**src/rtl/id_ex_stage_reg.sv**
```systemverilog
// ID/EX pipeline register with load-use hazard detection, bubble insertion and a
// saturating counter of inserted load-use bubbles.
module id_ex_stage_reg #(
  parameter int unsigned DATA_W = 32,
  parameter int unsigned CNT_W  = 16
) (
  input  logic              clk,
  input  logic              reset,
  input  logic [4:0]        ID_Rs,
  input  logic [4:0]        ID_Rt,
  input  logic [4:0]        ID_Rd,
  input  logic              ID_UsesRs,
  input  logic              ID_UsesRt,
  input  logic              ID_RegWrite,
  input  logic              ID_MemRead,
  input  logic              ID_MemWrite,
  input  logic              ID_MemtoReg,
  input  logic              ID_ALUSrc,
  input  logic [3:0]        ID_ALUOp,
  input  logic [DATA_W-1:0] ID_RegData1,
  input  logic [DATA_W-1:0] ID_RegData2,
  input  logic [DATA_W-1:0] ID_Imm,
  input  logic [DATA_W-1:0] ID_PC4,
  input  logic              Flush,
  input  logic              Hold,
  output logic [4:0]        ID_EX_Rs,
  output logic [4:0]        ID_EX_Rt,
  output logic [4:0]        ID_EX_Rd,
  output logic              ID_EX_RegWrite,
  output logic              ID_EX_MemRead,
  output logic              ID_EX_MemWrite,
  output logic              ID_EX_MemtoReg,
  output logic              ID_EX_ALUSrc,
  output logic [3:0]        ID_EX_ALUOp,
  output logic [DATA_W-1:0] ID_EX_RegData1,
  output logic [DATA_W-1:0] ID_EX_RegData2,
  output logic [DATA_W-1:0] ID_EX_Imm,
  output logic [DATA_W-1:0] ID_EX_PC4,
  output logic              LoadUse,
  output logic              PC_Write,
  output logic              IF_ID_Write,
  output logic [CNT_W-1:0]  StallCount
);

  // Register numbers plus control: everything a bubble must clear.
  typedef struct packed {
    logic [4:0] rs;
    logic [4:0] rt;
    logic [4:0] rd;
    logic       reg_write;
    logic       mem_read;
    logic       mem_write;
    logic       mem_to_reg;
    logic       alu_src;
    logic [3:0] alu_op;
  } ctrl_t;

  typedef struct packed {
    logic [DATA_W-1:0] rd1;
    logic [DATA_W-1:0] rd2;
    logic [DATA_W-1:0] imm;
    logic [DATA_W-1:0] pc4;
  } data_t;

  ctrl_t            ctrl_d, ctrl_q, ctrl_id;
  data_t            data_d, data_q, data_id;
  logic [CNT_W-1:0] cnt_d, cnt_q;
  logic             rd_match;
  logic             load_use;

  always_comb begin
    ctrl_id = '{rs: ID_Rs, rt: ID_Rt, rd: ID_Rd, reg_write: ID_RegWrite,
                mem_read: ID_MemRead, mem_write: ID_MemWrite, mem_to_reg: ID_MemtoReg,
                alu_src: ID_ALUSrc, alu_op: ID_ALUOp};
    data_id = '{rd1: ID_RegData1, rd2: ID_RegData2, imm: ID_Imm, pc4: ID_PC4};
  end

  // A load into $0 never creates a dependency.
  assign rd_match = (ctrl_q.rd != 5'd0) &&
                    ((ID_UsesRs && (ctrl_q.rd == ID_Rs)) ||
                     (ID_UsesRt && (ctrl_q.rd == ID_Rt)));
  assign load_use = ctrl_q.mem_read && rd_match && !Flush && !Hold;

  assign LoadUse     = load_use;
  assign PC_Write    = ~(load_use | Hold);
  assign IF_ID_Write = ~(load_use | Hold);

  always_comb begin
    ctrl_d = ctrl_q;
    data_d = data_q;
    cnt_d  = cnt_q;
    if (Flush) begin
      ctrl_d = '0;
      data_d = data_id;
    end else if (Hold) begin
      ctrl_d = ctrl_q;
    end else if (load_use) begin
      ctrl_d = '0;
      data_d = data_id;
      cnt_d  = (cnt_q == {CNT_W{1'b1}}) ? cnt_q : cnt_q + CNT_W'(1);
    end else begin
      ctrl_d = ctrl_id;
      data_d = data_id;
    end
  end

  always_ff @(posedge clk) begin
    if (!reset) begin
      ctrl_q <= '0;
      data_q <= '0;
      cnt_q  <= '0;
    end else begin
      ctrl_q <= ctrl_d;
      data_q <= data_d;
      cnt_q  <= cnt_d;
    end
  end

  assign ID_EX_Rs       = ctrl_q.rs;
  assign ID_EX_Rt       = ctrl_q.rt;
  assign ID_EX_Rd       = ctrl_q.rd;
  assign ID_EX_RegWrite = ctrl_q.reg_write;
  assign ID_EX_MemRead  = ctrl_q.mem_read;
  assign ID_EX_MemWrite = ctrl_q.mem_write;
  assign ID_EX_MemtoReg = ctrl_q.mem_to_reg;
  assign ID_EX_ALUSrc   = ctrl_q.alu_src;
  assign ID_EX_ALUOp    = ctrl_q.alu_op;
  assign ID_EX_RegData1 = data_q.rd1;
  assign ID_EX_RegData2 = data_q.rd2;
  assign ID_EX_Imm      = data_q.imm;
  assign ID_EX_PC4      = data_q.pc4;
  assign StallCount     = cnt_q;

endmodule

```
**config.mk**
```make
export PLATFORM = sky130hd
export DESIGN_NAME = id_ex_stage_reg
export DESIGN_NICKNAME = d
export VERILOG_FILES = /design/src/rtl/id_ex_stage_reg.sv
export SDC_FILE = /design/constraint.sdc
export NUM_CORES = 1
export LEC_CHECK = 0
export CAP_MARGIN = 15
export CORE_UTILIZATION = 39
export CTS_CLUSTER_DIAMETER = 100
export DETAILED_ROUTE_END_ITERATION = 10
export PLACE_DENSITY = 0.9
export SYNTH_ARGS = -nofsm -noshare
export SYNTH_HDL_FRONTEND = slang
export SYNTH_SLANG_ARGS = --single-unit
```
**constraint.sdc**
```tcl
create_clock -name clk -period 2.5 [get_ports clk]
set_input_delay 0.5 -clock clk [delete_from_list [all_inputs] [get_ports clk]]
set_output_delay 0.5 -clock clk [all_outputs]
set_load 0.005 [all_outputs]
```
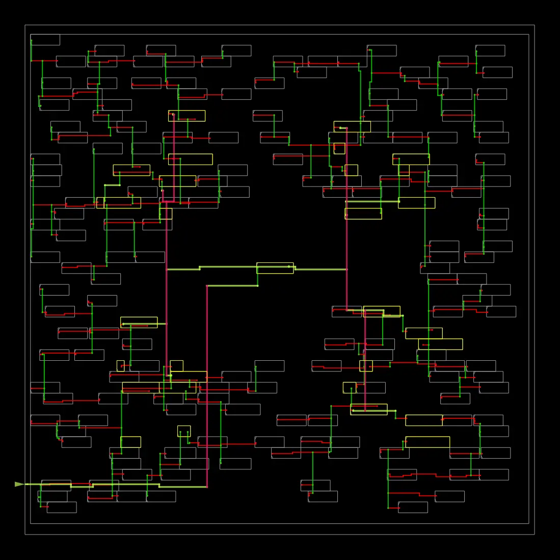
Run 1: clock nets
worst-skew pair later-pin latency: 0.41 ns
Sink Count: 168

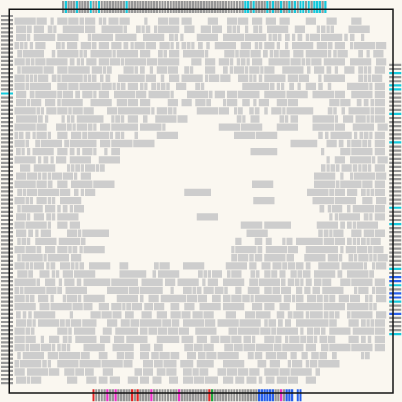
Run 1: ports around the boundary
Drawn at 3 px/um. Pins as bars across the die edge, other pins in gray.
- StallCount: blue (pins 16; direction output; edge 11 bottom, 5 right)
- ID_EX_MemtoReg: green (pins 1; direction output; edge bottom)
- ID_EX_Rd: magenta (pins 5; direction output; edge bottom)
- ID_EX_PC4: cyan (pins 32; direction output; edge 20 top, 11 right, 1 left)
- ID_ALUOp: red (pins 4; direction input; edge bottom)
- all pins by edge: 96 top, 91 left, 75 bottom, 67 right

==> out/results.ini, run 1 <==
[run_status]
status=completed

[timing]
rsz0062_at_grt=yes
skew_ns=0.005577
finalSetupTns_ns=0
timing.final.crit_share=0.9814
drv_slew=0
finalHoldViolations=0
worst_slew_pin_slew_ns=0.6663
setup_viol=0
slew_headroom=0.5558
fmax_mhz=407.6
finalCriticalPeriod_ns=2.454

[finish]
nets=1212
stdcell_count=1276
antenna_cells=0
drive_above_1_share=0.06291
final_cell_mix=clkdlybuf4s50_1 (316), nand2_1 (267), dfxtp_1 (164), a21oi_1 (139), a22o_1 (23)
n_fill_cell=1136
layout_top_cell=clkdlybuf4s50_1

[global_route]
grt-ovfl-total=0
grt_use_met2=0.4166
first_global_vias=6190
grt_busiest_layer=met2
grt_first_pass_wirelength_um=30190
grt_use_met1=0.2398

[worst_setup_path]
r2r_cells=6
worst-endpoint-required_ns=2.00
crit_type=flop to primary output
start_kind=flop
arrival_ns=1.95
critPathMaxFanout=5

[yosys]
syn-instance-count=741
topCombFamilyByArea=simple AND/OR/NAND/NOR gates
top_area_cell=dfxtp_1
yosys_warnings=0
synthTopCellsByArea=dfxtp_1 (55%), nand2_1 (16%), a21oi_1 (11%), a22o_1 (3.3%), clkbuf_1 (2.8%)
synthAoiAreaFrac=0.1653
synth_area_um2=6138
ys_sh_simple=0.2220
yosys_cells=741
ys_area_um2=6138
synth_top_area_share=0.5479
ys_sh_mux=0.008153
yosys.area_share.xor_xnor=0.01427
avgSynthCellArea_um2=8.284
adder_share=0.002038

[power]
totalPowerFinal_w=0.006498
ir_drop_v=0.0004965
p_clk_frac=0.416
p_sw_frac=0.2331
p_leak_nw=4.019
powerDensity_nw_per_um2=629.3
p_comb_frac=0.139

[place]
hpwlAfterDp_um=13770
placed_cells=1244
gp_congestion=0.8616

[route]
num_vias=6374
via_per_inst=4.995
routed_wl_um=19680
final_antenna_net_count=0
drc_errors=0

[flow_run]
tool_warnings=29

[clocking]
cts_root_buf=clkbuf_16
cts_buffer_depth=2
clk_pin_slew_ns=0.06
numCtsBuffers=17
cts_tree=done

[die]
io_pins=329
row_count=45
fp.dieArea_um2=16240

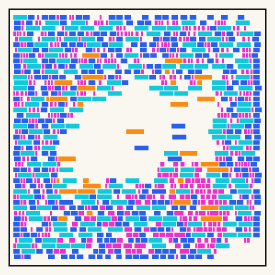
Run 1: placed cells, one color a class
Drawn at 2 px/um.
- other buffers and delay cells: blue (cells 347; share of their area 35%)
- flip-flops: cyan (cells 168; share of their area 33%)
- clock drivers and dummy loads: orange (cells 31; share of their area 6.0%)
- all other logic: magenta (cells 519; share of their area 26%)

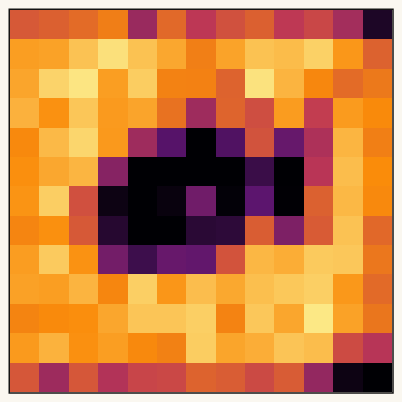
Run 1: placement density heat map
Drawn at 3 px/um. The die is cut into 13 by 13 equal tiles; black is low, pale yellow is high, 0 to 100% covered.
- fullest tile: 95%
- tiles over 75% full: 44%
- emptiest ninth of the die: center
- mean over tiles: 62%
Initial Utilization: 0.4023
Placeable Area: 15260 um2

[run 1: synth_stat cells]
library cell and count:
nand2_1 267, dfxtp_1 168, a21oi_1 139, clkbuf_1 45, a22o_1 23, or4_1 11
nand2b_1 9, nand4_1 9, o31ai_1 9, xor2_1 8, nor2_1 6, mux2i_1 5
nand3_1 4, nor4_1 4, and2_1 3, buf_6 3, and3_1 2, and4_1 2
buf_2 2, buf_4 2, nor3_1 2, o21ai_0 2, xnor2_1 2, a22o_2 1
a32oi_1 1, and2_0 1, buf_1 1, clkinv_1 1, dlygate4sd1_1 1, ha_1 1
inv_1 1, nand3_2 1, nor3b_1 1, o21ba_2 1, o311a_2 1, or3_1 1
or3b_1 1
[run 1: repair_timing]
item                       4_1_cts  5_1_grt
resized                         20        6
setup buffers                    1        0
setup endpoints to repair        3        3
gates cloned                     0        0
pin swaps                        4        2
hold buffers                     0        0
[run 1: stage by stage]
step	worst slack (ns)	instance area (um2)	hold WS, ns	utilization
after floorplan	0.2380	6138	0.4482	-
after global placement	-0.3284	9673	0.4364	0.6339
after detailed placement	-0.4221	9673	0.4424	0.6339
after CTS	0.01098	10300	0.4512	0.6748
after global routing	-0.005640	10330	0.3759	0.6768
final	0.04649	10330	0.3631	0.6768
[run 1: logic make-up after synthesis]
group                    count (synthesis)
buffers and inverters                   56
multiplexers                             5
AND-OR/OR-AND                          177
adder cells (fa/ha/maj)                  1
flip-flops                             168
XOR/XNOR                                10
AND/OR/NAND/NOR                        324
[run 1: layer usage]
| layer | part of all wire | routed length, um | vias up |
|---|---|---|---|
| met2 | 0.50 | 9921 | 284 |
| li1 | - | - | 3104 |
| met5 | 0 | 0 | - |
| met3 | 0.087 | 1717 | 67 |
| met4 | 0.048 | 943 | 0 |
| met1 | 0.36 | 7097 | 2919 |
[run 1: power groups by stage]
stage	registers, W	logic [W]	clock network [W]
global route	0.00291	0.000969	0.00287
detailed placement	0.00295	0.000895	0
CTS	0.00289	0.000901	0.00275
floorplan	0.00296	0.000256	0
finish	0.00289	0.000901	0.00271
global placement	0.00294	0.000880	0
[run 1: area by class of cell]
type / count / area (um2) / area share
timing repair buffer: 347 / 3492 / 0.3382
inverter: 2 / 10.01 / 0.0009693
tap: 211 / 264.0 / 0.02557
clock inverter: 13 / 167.7 / 0.01624
clock buffer: 18 / 439.2 / 0.04253
sequential: 168 / 3371 / 0.3264
multi-input combinational: 517 / 2582 / 0.2501
[run 1: final timing paths]
kind / from / to / slack (ns)
max reg2reg: ID_EX_Rd[3] / ID_EX_Rd[3] / 0.26
min: ID_Rt[1] / ID_EX_Rt[1] / 0.36
min reg2reg: ID_EX_Imm[23] / ID_EX_Imm[23] / 0.45
max: ID_EX_Rd[3] / IF_ID_Write / 0.05
[run 1: critical path: stages (launching register included)]
cell and delay (ns):
dfxtp_2 0.36, or4_4 0.56, o21ba_4 0.23, nand2b_4 0.07
and2_4 0.13, clkdlybuf4s15_1 0.19
--- run 2 (diff from run 1) ---
--- a/config.mk
+++ b/config.mk
@@ -9,7 +9,7 @@
 export CORE_UTILIZATION = 39
 export CTS_CLUSTER_DIAMETER = 100
 export DETAILED_ROUTE_END_ITERATION = 10
-export PLACE_DENSITY = 0.9
+export PLACE_DENSITY = 0.8
 export SYNTH_ARGS = -nofsm -noshare
 export SYNTH_HDL_FRONTEND = slang
 export SYNTH_SLANG_ARGS = --single-unit
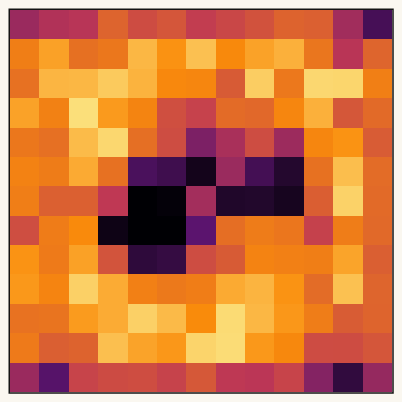
Run 2: placement density heat map
Drawn at 3 px/um. The die is cut into 13 by 13 equal tiles; black is low, pale yellow is high, 0 to 100% covered.
- mean over tiles: 62%
- emptiest ninth of the die: center
- nearly empty tiles: 2.4%
- tiles over 75% full: 27%
- fullest tile: 93%

==> run 2 against run 1 <==
Net effect: sequential share of layout area is essentially flat; synthesized area stayed put; worst setup slack improved by 0.044 ns; global-route usage down 0.079 points; cell count rose by 0.63%; clock skew decreased by 0.0013 ns; largest cell class unchanged; sequential power is essentially flat; synthesized cell count stayed put; clock-buffer cell count is the same; register-to-register slack worse by 0.06 ns; critical path depth stayed put.
==> out/results.ini, run 2 <==
[finish]
drive_above_1_share=0.06803  ; +0.005123
antenna_cells=0  ; unchanged
final_cell_mix=clkdlybuf4s50_1 (318), nand2_1 (267), dfxtp_1 (167), a21oi_1 (139), a22o_1 (23)
stdcell_count=1284  ; +0.63%
layout_top_cell=clkdlybuf4s50_1

[die]
fp.dieArea_um2=16240  ; unchanged
core_region_area_um2=15260  ; unchanged
io_pins=329  ; unchanged

[yosys]
synth_area_um2=6138  ; unchanged
ys_async_sr_fraction=0  ; unchanged
yosys_most_used_dff=dfxtp_1
synthAoiAreaFrac=0.1653  ; unchanged
synth_top_area_share=0.5479  ; unchanged
ys_area_um2=6138  ; unchanged
synth-edff-count=0  ; unchanged
top_area_cell=dfxtp_1

[power]
powerDensity_nw_per_um2=612.9  ; -2.6%
ir_drop_v=0.0004625  ; -6.8%
p_clk_frac=0.401  ; -0.015

[global_route]
grt_first_pass_wirelength_um=29850  ; -1.1%

[place]
placed_cells=1250  ; +0.48%
gp_congestion=0.8878  ; +3.0%

[clocking]
clock_sinks=168  ; unchanged
clk_pin_slew_ns=0.07  ; about the same
numCtsBuffers=17  ; unchanged

[route]
via_per_inst=4.874  ; -2.4%
final_antenna_net_count=0  ; unchanged
routed_wl_um=19470  ; -1.0%

[run_status]
status=completed

[timing]
finalHoldViolations=0  ; unchanged
hold_slack_ns=0.3516  ; -0.01156 ns
drv_slew=0  ; unchanged
timing.final.crit_share=0.9636  ; -0.01776
finalWorstSetupSlack_ns=0.09090  ; +0.04440 ns
fmax_mhz=415.1  ; +1.8%

[worst_setup_path]
worst-endpoint-required_ns=2.00  ; about the same
critPathMaxFanout=5  ; unchanged
start_kind=flop
arrival_ns=1.91  ; -0.04 ns

run 2: cell count changes in the layout (fill, tap and decap cells not counted), moves of 2 or more:
| cell | change |
|---|---|
| dlymetal6s2s_1 | +3 |
| dfxtp_2 | -2 |
| bufinv_16 | -2 |
| dfxtp_1 | +3 |
| buf_4 | +8 |
| clkinv_4 | +3 |
| clkdlybuf4s50_1 | +2 |
| dlygate4sd2_1 | -6 |
| buf_2 | +3 |
| clkdlybuf4s15_1 | -2 |
| buf_12 | -2 |
run 2: cells by family after synthesis:
family	count (synthesis)
simple gates	324
flops	168
xor+xnor	10
compound gates	177
fa+ha+maj	1
mux	5
buf+inv	56
run 2: final cells by class:
class,instances,area (um2)
Fill cell,1246,4941
Timing Repair Buffer,354,3523
Sequential cell,168,3364
Multi-Input combinational cell,517,2587
Clock buffer,18,429.2
Tap cell,211,264.0
Clock inverter,14,138.9
Inverter,2,10.01
run 2: power by group through the flow:
| stage | combinational (W) | sequential, W | clock, W |
|---|---|---|---|
| after global placement | 0.000892 | 0.00294 | 0 |
| after detailed placement | 0.000898 | 0.00295 | 0 |
| after CTS | 0.000903 | 0.00289 | 0.00258 |
| after floorplan | 0.000256 | 0.00296 | 0 |
| final | 0.000901 | 0.00289 | 0.00253 |
| after global routing | 0.000975 | 0.00290 | 0.00273 |
run 2: per-layer routing:
metal | part of all wire | wire, um | global-route usage | up-vias
li1 | - | - | - | 3120
met1 | 0.38 | 7430 | 0.2633 | 2844
met2 | 0.49 | 9559 | 0.3976 | 246
met3 | 0.087 | 1699 | 0.07873 | 48
met4 | 0.040 | 784 | 0.1282 | 0
met5 | 0 | 0 | 0 | -
run 2: worst max-delay path, stage by stage, from the launching register on:
cell,delay (ns)
dfxtp_1,0.38
or4_1,0.56
o21ba_2,0.26
nand2b_4,0.07
and2_1,0.12
buf_2,0.11
run 2: path summary, 6_finish.rpt:
check | slack [ns] | to | startpoint
setup / recovery | 0.09 | PC_Write | ID_EX_Rd[2]
hold / removal | 0.35 | ID_EX_Rt[0] | ID_Rt[0]
setup reg to reg | 0.20 | ID_EX_Rd[3] | ID_EX_Rd[3]
hold reg to reg | 0.45 | ID_EX_RegData2[16] | ID_EX_RegData2[16]
run 2: per-stage QoR:
stage               instance area, um2  total power, W    TNS, ns
floorplan                         6138        0.003216          0
global placement                  9693        0.003832     -8.656
detailed placement                9693        0.003845     -10.26
CTS                              10260        0.006375          0
global route                     10320        0.006605  -0.005308
finish                           10320        0.006324          0
run 2: what timing repair did:
action | 4_1_cts | 5_1_grt
setup endpoints to repair | 3 | 27
buffers inserted | 2 | 0
hold buffers | 0 | 0
resized | 17 | 10
pin swaps | 4 | 3
Power is estimated from default activity; no workload was simulated.
